**config.mk**
```make
export PLATFORM = sky130hd
export DESIGN_NAME = sevenseg_scan
export DESIGN_NICKNAME = d
export VERILOG_FILES = /design/src/rtl/sevenseg_scan.sv
export SDC_FILE = /design/constraint.sdc
export NUM_CORES = 1
export LEC_CHECK = 0
export ABC_AREA = 1
export CORE_MARGIN = 2
export CORE_UTILIZATION = 49
export CTS_CLUSTER_DIAMETER = 30
export DETAILED_ROUTE_END_ITERATION = 8
export PLACE_DENSITY = 0.75
export REMOVE_ABC_BUFFERS = 1
export SLEW_MARGIN = 30
export SYNTH_ARGS = -nofsm -noshare
export SYNTH_HDL_FRONTEND = slang
export SYNTH_SLANG_ARGS = --single-unit
```
**constraint.sdc**
```tcl
create_clock -name clk -period 1.57 [get_ports clk]
set_input_delay 0.314 -clock clk [delete_from_list [all_inputs] [get_ports clk]]
set_output_delay 0.314 -clock clk [all_outputs]
set_load 0.1 [all_outputs]
```
**src/rtl/sevenseg_scan.sv**
```systemverilog
// Four-digit seven-segment scan driver; define SEVSEG_DIM_EN to add the brightness (dimming) input.
// Outputs are registered one clk after the scan counter state that selects them; there is no backpressure and the inputs are treated as quasi-static.
module sevenseg_scan #(
  parameter int SCAN_DIV  = 50000,
  parameter int BLANK_CYC = 500
) (
  input  logic       clk,
  input  logic       rst,
  input  logic [4:0] dig3,
  input  logic [4:0] dig2,
  input  logic [4:0] dig1,
  input  logic [4:0] dig0,
  input  logic [3:0] dp,
`ifdef SEVSEG_DIM_EN
  input  logic [3:0] brightness,
`endif
  output logic [3:0] an,
  output logic [6:0] seg,
  output logic       dp_n,
  output logic       frame_tick
);

  localparam int CW = (SCAN_DIV > 1) ? $clog2(SCAN_DIV) : 1;

  logic [CW-1:0]   div_cnt;
  logic [1:0]      idx;
  logic            tick;
  logic            reload;
  logic [3:0][4:0] sh_dig;
  logic [3:0]      sh_dp;
  // Keeps the anodes dark until the first frame of real data has been latched.
  logic            live;
  logic [31:0]     cnt32;
  logic            anode_on;
  logic [3:0]      an_d;
  logic [6:0]      seg_d;

  function automatic logic [6:0] decode(input logic [4:0] code);
    logic [6:0] s;
    s = 7'h7F;
    case (code)
      5'h00: s = 7'h40;
      5'h01: s = 7'h79;
      5'h02: s = 7'h24;
      5'h03: s = 7'h30;
      5'h04: s = 7'h19;
      5'h05: s = 7'h12;
      5'h06: s = 7'h02;
      5'h07: s = 7'h78;
      5'h08: s = 7'h00;
      5'h09: s = 7'h10;
      5'h0A: s = 7'h08;
      5'h0B: s = 7'h03;
      5'h0C: s = 7'h46;
      5'h0D: s = 7'h21;
      5'h0E: s = 7'h06;
      5'h0F: s = 7'h0E;
      5'h11: s = 7'h3F;
      5'h12: s = 7'h0C;
      5'h13: s = 7'h47;
      5'h14: s = 7'h41;
      5'h15: s = 7'h2F;
      5'h16: s = 7'h23;
      5'h17: s = 7'h2B;
      default: s = 7'h7F;
    endcase
    return s;
  endfunction

  assign tick   = (div_cnt == CW'(SCAN_DIV - 1));
  assign reload = tick && (idx == 2'd3);
  assign cnt32  = 32'(div_cnt);

  always_ff @(posedge clk or negedge rst) begin
    if (!rst) begin
      div_cnt <= '0;
      idx     <= 2'd0;
    end else if (tick) begin
      div_cnt <= '0;
      idx     <= idx + 2'd1;
    end else begin
      div_cnt <= div_cnt + 1'b1;
    end
  end

`ifdef SEVSEG_DIM_EN
  logic [3:0]  sh_br;
  logic [31:0] on_len;

  always_ff @(posedge clk or negedge rst) begin
    if (!rst) begin
      sh_br <= 4'd0;
    end else if (reload) begin
      sh_br <= brightness;
    end
  end

  assign on_len   = (32'(SCAN_DIV - BLANK_CYC) * {28'd0, sh_br}) >> 4;
  assign anode_on = (cnt32 >= 32'(BLANK_CYC)) && (cnt32 < 32'(BLANK_CYC) + on_len);
`else
  assign anode_on = (cnt32 >= 32'(BLANK_CYC));
`endif

  always_ff @(posedge clk or negedge rst) begin
    if (!rst) begin
      sh_dig <= {4{5'h10}};
      sh_dp  <= 4'd0;
      live   <= 1'b0;
    end else if (reload) begin
      sh_dig <= {dig3, dig2, dig1, dig0};
      sh_dp  <= dp;
      live   <= 1'b1;
    end
  end

  always_comb begin
    an_d  = 4'hF;
    seg_d = decode(sh_dig[idx]);
    if (live && anode_on) begin
      an_d = ~(4'b0001 << idx);
    end
  end

  always_ff @(posedge clk or negedge rst) begin
    if (!rst) begin
      an         <= 4'hF;
      seg        <= 7'h7F;
      dp_n       <= 1'b1;
      frame_tick <= 1'b0;
    end else begin
      an         <= an_d;
      seg        <= seg_d;
      dp_n       <= ~sh_dp[idx];
      frame_tick <= reload;
    end
  end

endmodule
```
==> impl_metrics.yaml, run 1 <==
# synthesis and place-and-route metrics
status:
  status: "finished with violations"
  failed_checks: "setup timing"
critical_path:
  path_class: "reg2reg"
  cp-end-kind: "flop"
cells_and_area:
  diodes: 0
  largest_registers: "sh_dig (20), div_cnt (16), seg (7)"
timing:
  fin_setup_tns_ns: -0.00668
  skew_ns: 0.00768
  setup_ws_ns: -0.00668
  finalSetupViolCount: 1
  period_needed_ns: 1.58
  fin_crit_sh_pct: 100
power_and_ir_drop:
  power_frac_comb_pct: 4.1
  clkPwrFrac_pct: 34.7
  power_frac_seq_pct: 61.2
  power_uw: 2360
  power.leakage_uw: 0.00195
  maxPowerGroup: "registers"
  p_int_uw: 1820
cts:
  clkSinkCount: 56
  cts_buffers: 5
  htree_levels: 2
synthesis:
  synth_flops: 56
  yosysWarnings: 0
  ys_top_logic_family: "simple AND/OR/NAND/NOR gates"
  synth.largest_area_cell: "dfrtp_1"
  synthTopCellsByArea: "dfrtp_1 (34%), nand2_1 (19%), dfstp_2 (14%)"
  ys_area_sq_um: 2910
  mux_area_share_pct: 0
  edf_count: 0
min_path:
  hold_class: "in2async"
die:
  fp.dieW_microns: 81.1
  rows: 28
  die_h_microns: 81.1
global_routing:
  grt_pass1_wl_microns: 10100
flow_run:
  warning_count: 38
routing:
  ant_nets: 0
  vias: 2611
place:
  place_hpwl_microns: 4350
[run 1: worst max path at each step]
stage | startpoint | slack [ns] | endpoint | depth (start not counted)
floorplan | idx[0]$_DFFE_PN0N_ | -0.17 | seg[3]$_DFF_PN1_ | 12
global placement | idx[0]$_DFFE_PN0N_ | 0.02 | seg[1]$_DFF_PN1_ | 9
detailed placement | idx[0]$_DFFE_PN0N_ | -0.12 | seg[3]$_DFF_PN1_ | 12
CTS | idx[0]$_DFFE_PN0N_ | -0.03 | seg[3]$_DFF_PN1_ | 12
global route | div_cnt[5]$_DFF_PN0_ | -0.07 | sh_dig[11]$_DFFE_PN0P_ | 9
finish | div_cnt[0]$_DFF_PN0_ | -0.007 | sh_dig[11]$_DFFE_PN0P_ | 11
[run 1: area by class of cell]
class / instances / share of cell area, %
clock buffers: 5 / 1.65
clock inverters: 3 / 0.541
inverters: 28 / 2.92
multi-input cells: 267 / 37.6
flip-flops and latches: 56 / 34.2
well taps: 75 / 2.25
repair buffers: 73 / 20.8
[run 1: per-layer routing]
layer	GRT usage, %	part of all wire (%)	wire length, microns
met4	7.63	1.8	124
met1	26.4	42	2920
met3	3.78	4.8	338
met5	0	0	0
met2	32.1	52	3630
[run 1: timing repair]
item                                    in CTS  in global routing
gates resized                               19                 61
hold buffers                                 1                  0
pin swaps                                    3                 29
gates cloned                                 0                  4
buffers inserted                             2                 10
endpoints found under the hold margin       13                  0
endpoints found under the setup margin       7                 34
[run 1: metrics by stage]
stage	instance area [sq um]	hold slack (ns)	util (%)
6_report	4160	0.443	71.6
5_1_grt	4160	0.481	71.6
4_1_cts	3810	0.453	65.6
3_5_place_dp	3620	0.260	62.3
3_3_place_gp	3620	0.253	62.3
2_1_floorplan	2860	0.0184	-
==> run_1/zoom.png <==
Region (8, 48) to (33, 73) microns. Cells in gray, sequential cells in the stronger gray; small squares are vias.
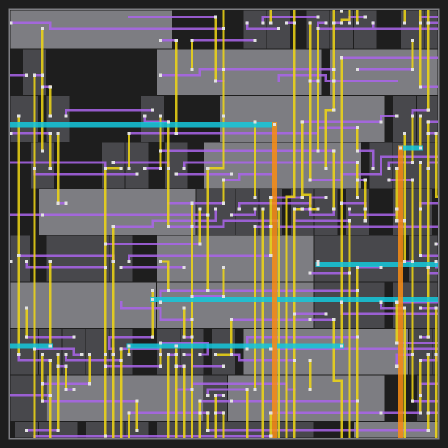
Key: met4 = orange; met1 = purple; met3 = cyan; met2 = yellow
Most frequent: nand2_1 (31), dfrtp_1 (8), nand2_2 (4). 54 logic cells have their middle in the window. Netlist names of flops here include sh_dig (11), idx (1). Sequential cells in the window: 12.

==> run_1/drive_strength.png <==
Scale: 4 px per micron.
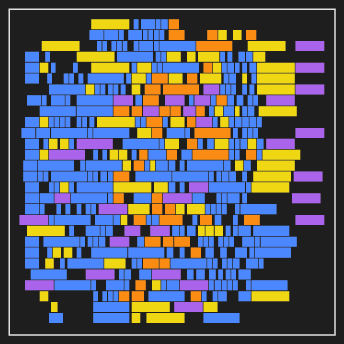
Key: drive 1 or less = blue [cells 286, share 66%, most used nand2_1]; drive 3 to 4 = orange [cells 46, share 11%, most used buf_4]; drive 6 and up = purple [cells 31, share 7.2%, most used buf_12]; drive 2 = yellow [cells 69, share 16%, most used nand2_2]
final setup margin: -0.00668 ns
Final Instance Area: 4160 sq um
number of non-clock buffers: 73
area grow syn2layout: 43.0%

==> run_1/cell_classes.png <==
Scale: 4 px per micron.
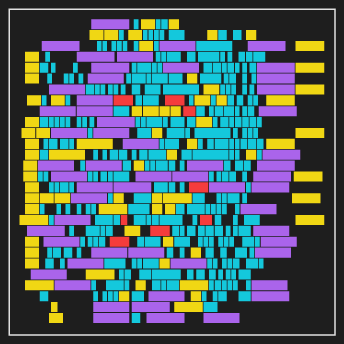
Key: flip-flops = purple [cells 56, share of their area 35%]; all other logic = cyan [cells 295, share of their area 41%]; clock drivers and dummy loads = red [cells 8, share of their area 2.2%]; other buffers and delay cells = yellow [cells 73, share of their area 21%]

==> inputs of run 2 (changes only) <==
--- a/config.mk
+++ b/config.mk
@@ -5,12 +5,11 @@
 export SDC_FILE = /design/constraint.sdc
 export NUM_CORES = 1
 export LEC_CHECK = 0
-export ABC_AREA = 1
 export CORE_MARGIN = 2
-export CORE_UTILIZATION = 49
+export CORE_UTILIZATION = 55
 export CTS_CLUSTER_DIAMETER = 30
 export DETAILED_ROUTE_END_ITERATION = 8
-export PLACE_DENSITY = 0.75
+export PLACE_DENSITY = 0.8
 export REMOVE_ABC_BUFFERS = 1
 export SLEW_MARGIN = 30
 export SYNTH_ARGS = -nofsm -noshare
==> constraint.sdc (replaced) <==
create_clock -name clk -period 1.7 [get_ports clk]
set_input_delay 0.34 -clock clk [delete_from_list [all_inputs] [get_ports clk]]
set_output_delay 0.34 -clock clk [all_outputs]
set_load 0.1 [all_outputs]
==> run_2/met1.png <==
Scale: 6 px per micron.
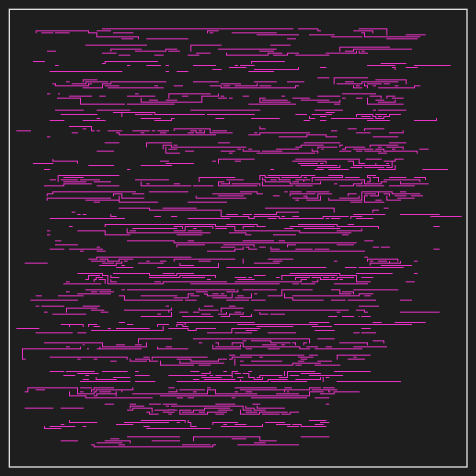
The layer carries 3190 microns of wire. The layer holds 39% of the routed length.
GRT met1 Usage: 35.1%
via count: 2350
overall routed net length: 8270 microns

==> run 2 against run 1 <==
The run still ends with setup timing left. Worst setup slack worse by 0.31 ns. Cell count decreased by 23%. Wire length up 18%. Hold slack better by 0.049 ns. Design area up 2.9%. Flip-flop count unchanged. Combinational power grew to 5.9 times the previous value. Count of clock-buffer cells in the layout rose by 1. Non-clock buffer count increased by 23. Via count fell by 10%. Clock power up 7.2%. Critical path type unchanged. Highest routed layer unchanged.
==> impl_metrics.yaml, run 2 <==
# synthesis and place-and-route metrics
status:
  failed_checks: "setup timing"
  status: "finished with violations"
synthesis:
  yosysWarnings: 0
  synth_flops: 56
  ys_area_sq_um: 2860
  ys_top_logic_family: "multiplexers"
  synthTopCellsByArea: "dfrtp_1 (35%), dfstp_2 (15%), mux2_4 (10%)"
  synth.largest_area_cell: "dfrtp_1"
  mux_area_share_pct: 17.4
  edf_count: 0
timing:
  period_needed_ns: 2.02
  skew_ns: 0.00861
  finalSetupViolCount: 35
  setup_ws_ns: -0.319
  hold-worst-slack_ns: 0.493
  fin_setup_tns_ns: -7.51
  fin_crit_sh_pct: 119
place:
  dpl_cell_area_sq_um: 3790
  place_hpwl_microns: 4720
power_and_ir_drop:
  power.leakage_uw: 0.00193
  power_uw: 2890
  power_frac_comb_pct: 19.8
  clkPwrFrac_pct: 30.4
  p_int_uw: 2110
cts:
  htree_levels: 2
  cts_buffers: 5
die:
  fp.dieW_microns: 76.1
  die_h_microns: 76.1
critical_path:
  cp-end-kind: "flop"
  path_class: "reg2reg"
cells_and_area:
  final_util_pct: 84.9
  fin_area_sq_um: 4280
  synthToLayoutAreaGrowth_pct: 50.0
  largest_registers: "sh_dig (20), div_cnt (16), seg (7)"
routing:
  ant_nets: 0
flow_run:
  warning_count: 38
min_path:
  hold_class: "in2async"
-- run 2: worst max path at each step --
stage	start	to	slack [ns]	depth (start not counted)
CTS	idx[0]$_DFFE_PN0N_	seg[3]$_DFF_PN1_	-0.28	5
global placement	div_cnt[12]$_DFF_PN0_	sh_dig[7]$_DFFE_PN0P_	-0.26	5
finish	idx[0]$_DFFE_PN0N_	seg[3]$_DFF_PN1_	-0.32	5
global route	idx[0]$_DFFE_PN0N_	seg[3]$_DFF_PN1_	-0.38	5
floorplan	div_cnt[12]$_DFF_PN0_	sh_dig[0]$_DFFE_PN0P_	-0.66	4
detailed placement	idx[0]$_DFFE_PN0N_	seg[3]$_DFF_PN1_	-0.32	5
-- run 2: cell families (layout without fill, tap and decap cells) --
group | count (synthesis) | count (layout)
DFF | 56 | 56
xor gates and xnor gates | 14 | 14
buffers and inverters | 22 | 115
AOI/OAI and AO/OA | 28 | 28
muxes | 32 | 33
and+or+nand+nor | 61 | 61
adders and majority gates | 13 | 13
-- run 2: layout make-up --
cell class	count	area share [%]
timing repair buffer	96	25.2
inverter	11	1.02
tap	70	2.04
clock inverter	2	0.818
multi-input combinational	149	36.0
clock buffer	6	1.69
sequential	56	33.2
-- run 2: power by group through the flow --
| stage | sequential, uW | combinational (uW) | clock, uW |
|---|---|---|---|
| 2_1_floorplan | 1590 | 120 | 0 |
| 3_3_place_gp | 1450 | 496 | 0 |
| 3_5_place_dp | 1460 | 509 | 0 |
| 4_1_cts | 1440 | 534 | 870 |
| 5_1_grt | 1440 | 599 | 936 |
| 6_report | 1440 | 572 | 877 |
-- run 2: routing by layer --
metal  track usage, %  up-vias  share of wire [%]
met3             4.62       25                5.9
met4             9.64        0                3.0
li1                 -     1002                  -
met1             35.1     1196                 39
met5                0        -                  0
met2             49.5      127                 53
==> inputs of run 3 (changes only) <==
--- a/config.mk
+++ b/config.mk
@@ -5,13 +5,14 @@
 export SDC_FILE = /design/constraint.sdc
 export NUM_CORES = 1
 export LEC_CHECK = 0
+export ABC_CLOCK_PERIOD_IN_PS = 1700
 export CORE_MARGIN = 2
 export CORE_UTILIZATION = 55
 export CTS_CLUSTER_DIAMETER = 30
 export DETAILED_ROUTE_END_ITERATION = 8
 export PLACE_DENSITY = 0.8
 export REMOVE_ABC_BUFFERS = 1
-export SLEW_MARGIN = 30
+export SLEW_MARGIN = 20
 export SYNTH_ARGS = -nofsm -noshare
 export SYNTH_HDL_FRONTEND = slang
 export SYNTH_SLANG_ARGS = --single-unit
==> run 3 against run 2 <==
The flow still finishes with violations (setup timing). Via count unchanged. Cell count unchanged. Total power unchanged. Sequential share of layout area did not move. Worst setup slack is the same. Register-to-register slack is essentially flat. Non-clock buffer count did not move. Hold slack unchanged. Critical path depth unchanged. Critical endpoint unchanged. Largest cell class unchanged.
==> impl_metrics.yaml, run 3 <==
# synthesis and place-and-route metrics
timing:
  fin_setup_tns_ns: -7.51
  period_needed_ns: 2.02
  setup_ws_ns: -0.319
  finalSetupViolCount: 35
critical_path:
  path_class: "reg2reg"
  cp-end-kind: "flop"
synthesis:
  synthTopCellsByArea: "dfrtp_1 (35%), dfstp_2 (15%), mux2_4 (10%)"
  edf_count: 0
global_routing:
  grt_use_met3_pct: 4.62
  top_usage_layer: "met2"
  grt_use_met2_pct: 49.5
min_path:
  hold_class: "in2async"
power_and_ir_drop:
  power_uw: 2890
  power.leakage_uw: 0.00193
routing:
  wl_met3_microns: 489
  wirelength_microns: 8270
  drt-met1-wl_microns: 3190
  wl_met2_microns: 4340
  vias: 2350
place:
  dpl_cell_area_sq_um: 3790
  place_hpwl_microns: 4720
cells_and_area:
  largest_registers: "sh_dig (20), div_cnt (16), seg (7)"
status:
  failed_checks: "setup timing"
  status: "finished with violations"
cts:
  cts_buffers: 5
flow_run:
  warning_count: 38
## run 3: cell counts in the layout (fill, tap and decap cells not counted)
Identical to the previous run, type by type.
## run 3: through the flow
| stage | utilization (%) | std cells | hold WS (ns) |
|---|---|---|---|
| floorplan | - | 215 | 0.0444 |
| global placement | 75.2 | 370 | 0.310 |
| detailed placement | 75.2 | 370 | 0.308 |
| CTS | 81.8 | 386 | 0.477 |
| global route | 84.9 | 390 | 0.538 |
| finish | 84.9 | 390 | 0.493 |
## run 3: layout make-up
type                       count  area share (%)
multi-input combinational    149            36.0
sequential                    56            33.2
timing repair buffer          96            25.2
tap                           70            2.04
clock buffer                   6            1.69
inverter                      11            1.02
clock inverter                 2           0.818
## run 3: path summary, 6_finish.rpt
check | startpoint | endpoint | slack (ns) | cells after the start
max reg2reg | idx[0]$_DFFE_PN0N_ | seg[3]$_DFF_PN1_ | -0.32 | 5
min | rst | div_cnt[1]$_DFF_PN0_ | 0.49 | 2
min in group clk | sh_dig[13]$_DFFE_PN0P_ | sh_dig[13]$_DFFE_PN0P_ | 0.52 | 1
max | idx[0]$_DFFE_PN0N_ | seg[3]$_DFF_PN1_ | -0.32 | 5
max in group asynchronous | rst | seg[2]$_DFF_PN1_ | 0.65 | 3
min reg2reg | sh_dig[13]$_DFFE_PN0P_ | sh_dig[13]$_DFFE_PN0P_ | 0.52 | 1
## run 3: cell families after synthesis
group | synth area share [%]
buffers and inverters | 3.59
DFF | 49.8
AOI/OAI and AO/OA | 6.71
muxes | 17.4
adders and majority gates | 5.70
and+or+nand+nor | 12.5
xor gates and xnor gates | 4.29
## run 3: where the power goes
group	switching (uW)	leakage, uW	total, uW	internal (uW)
logic	299	0.00121	572	274
clock network	439	0.0000552	877	438
registers	39.3	0.000663	1440	1400
==> run_3/drive_strength.png <==
Scale: 4 px per micron.
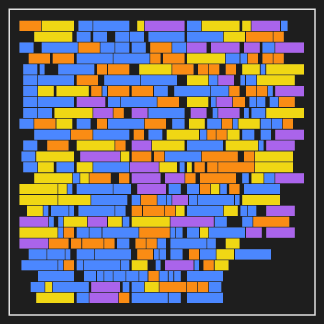
Key: drive 3 to 4 = orange [cells 75, share 23%, most used buf_4]; drive 1 or less = blue [cells 154, share 48%, most used dfrtp_1]; drive 6 and up = purple [cells 34, share 11%, most used buf_12]; drive 2 = yellow [cells 57, share 18%, most used dfstp_2]
number of non-clock buffers: 96
area grow syn2layout: 50.0%
final setup margin: -0.319 ns
Final Instance Area: 4280 sq um


==> screenshots <==
Routing congestion map.
shot_01.png
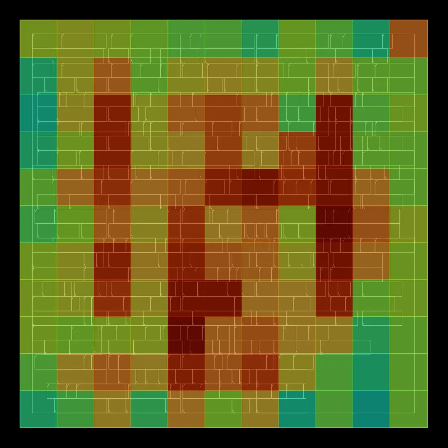
shot_02.png
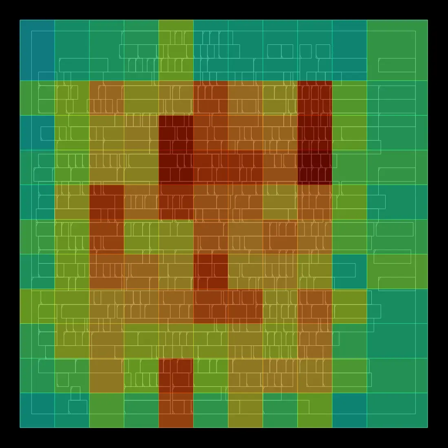
shot_02.png comes from run 1.
shot_01.png comes from run 3.

Power is estimated from default activity; no workload was simulated.
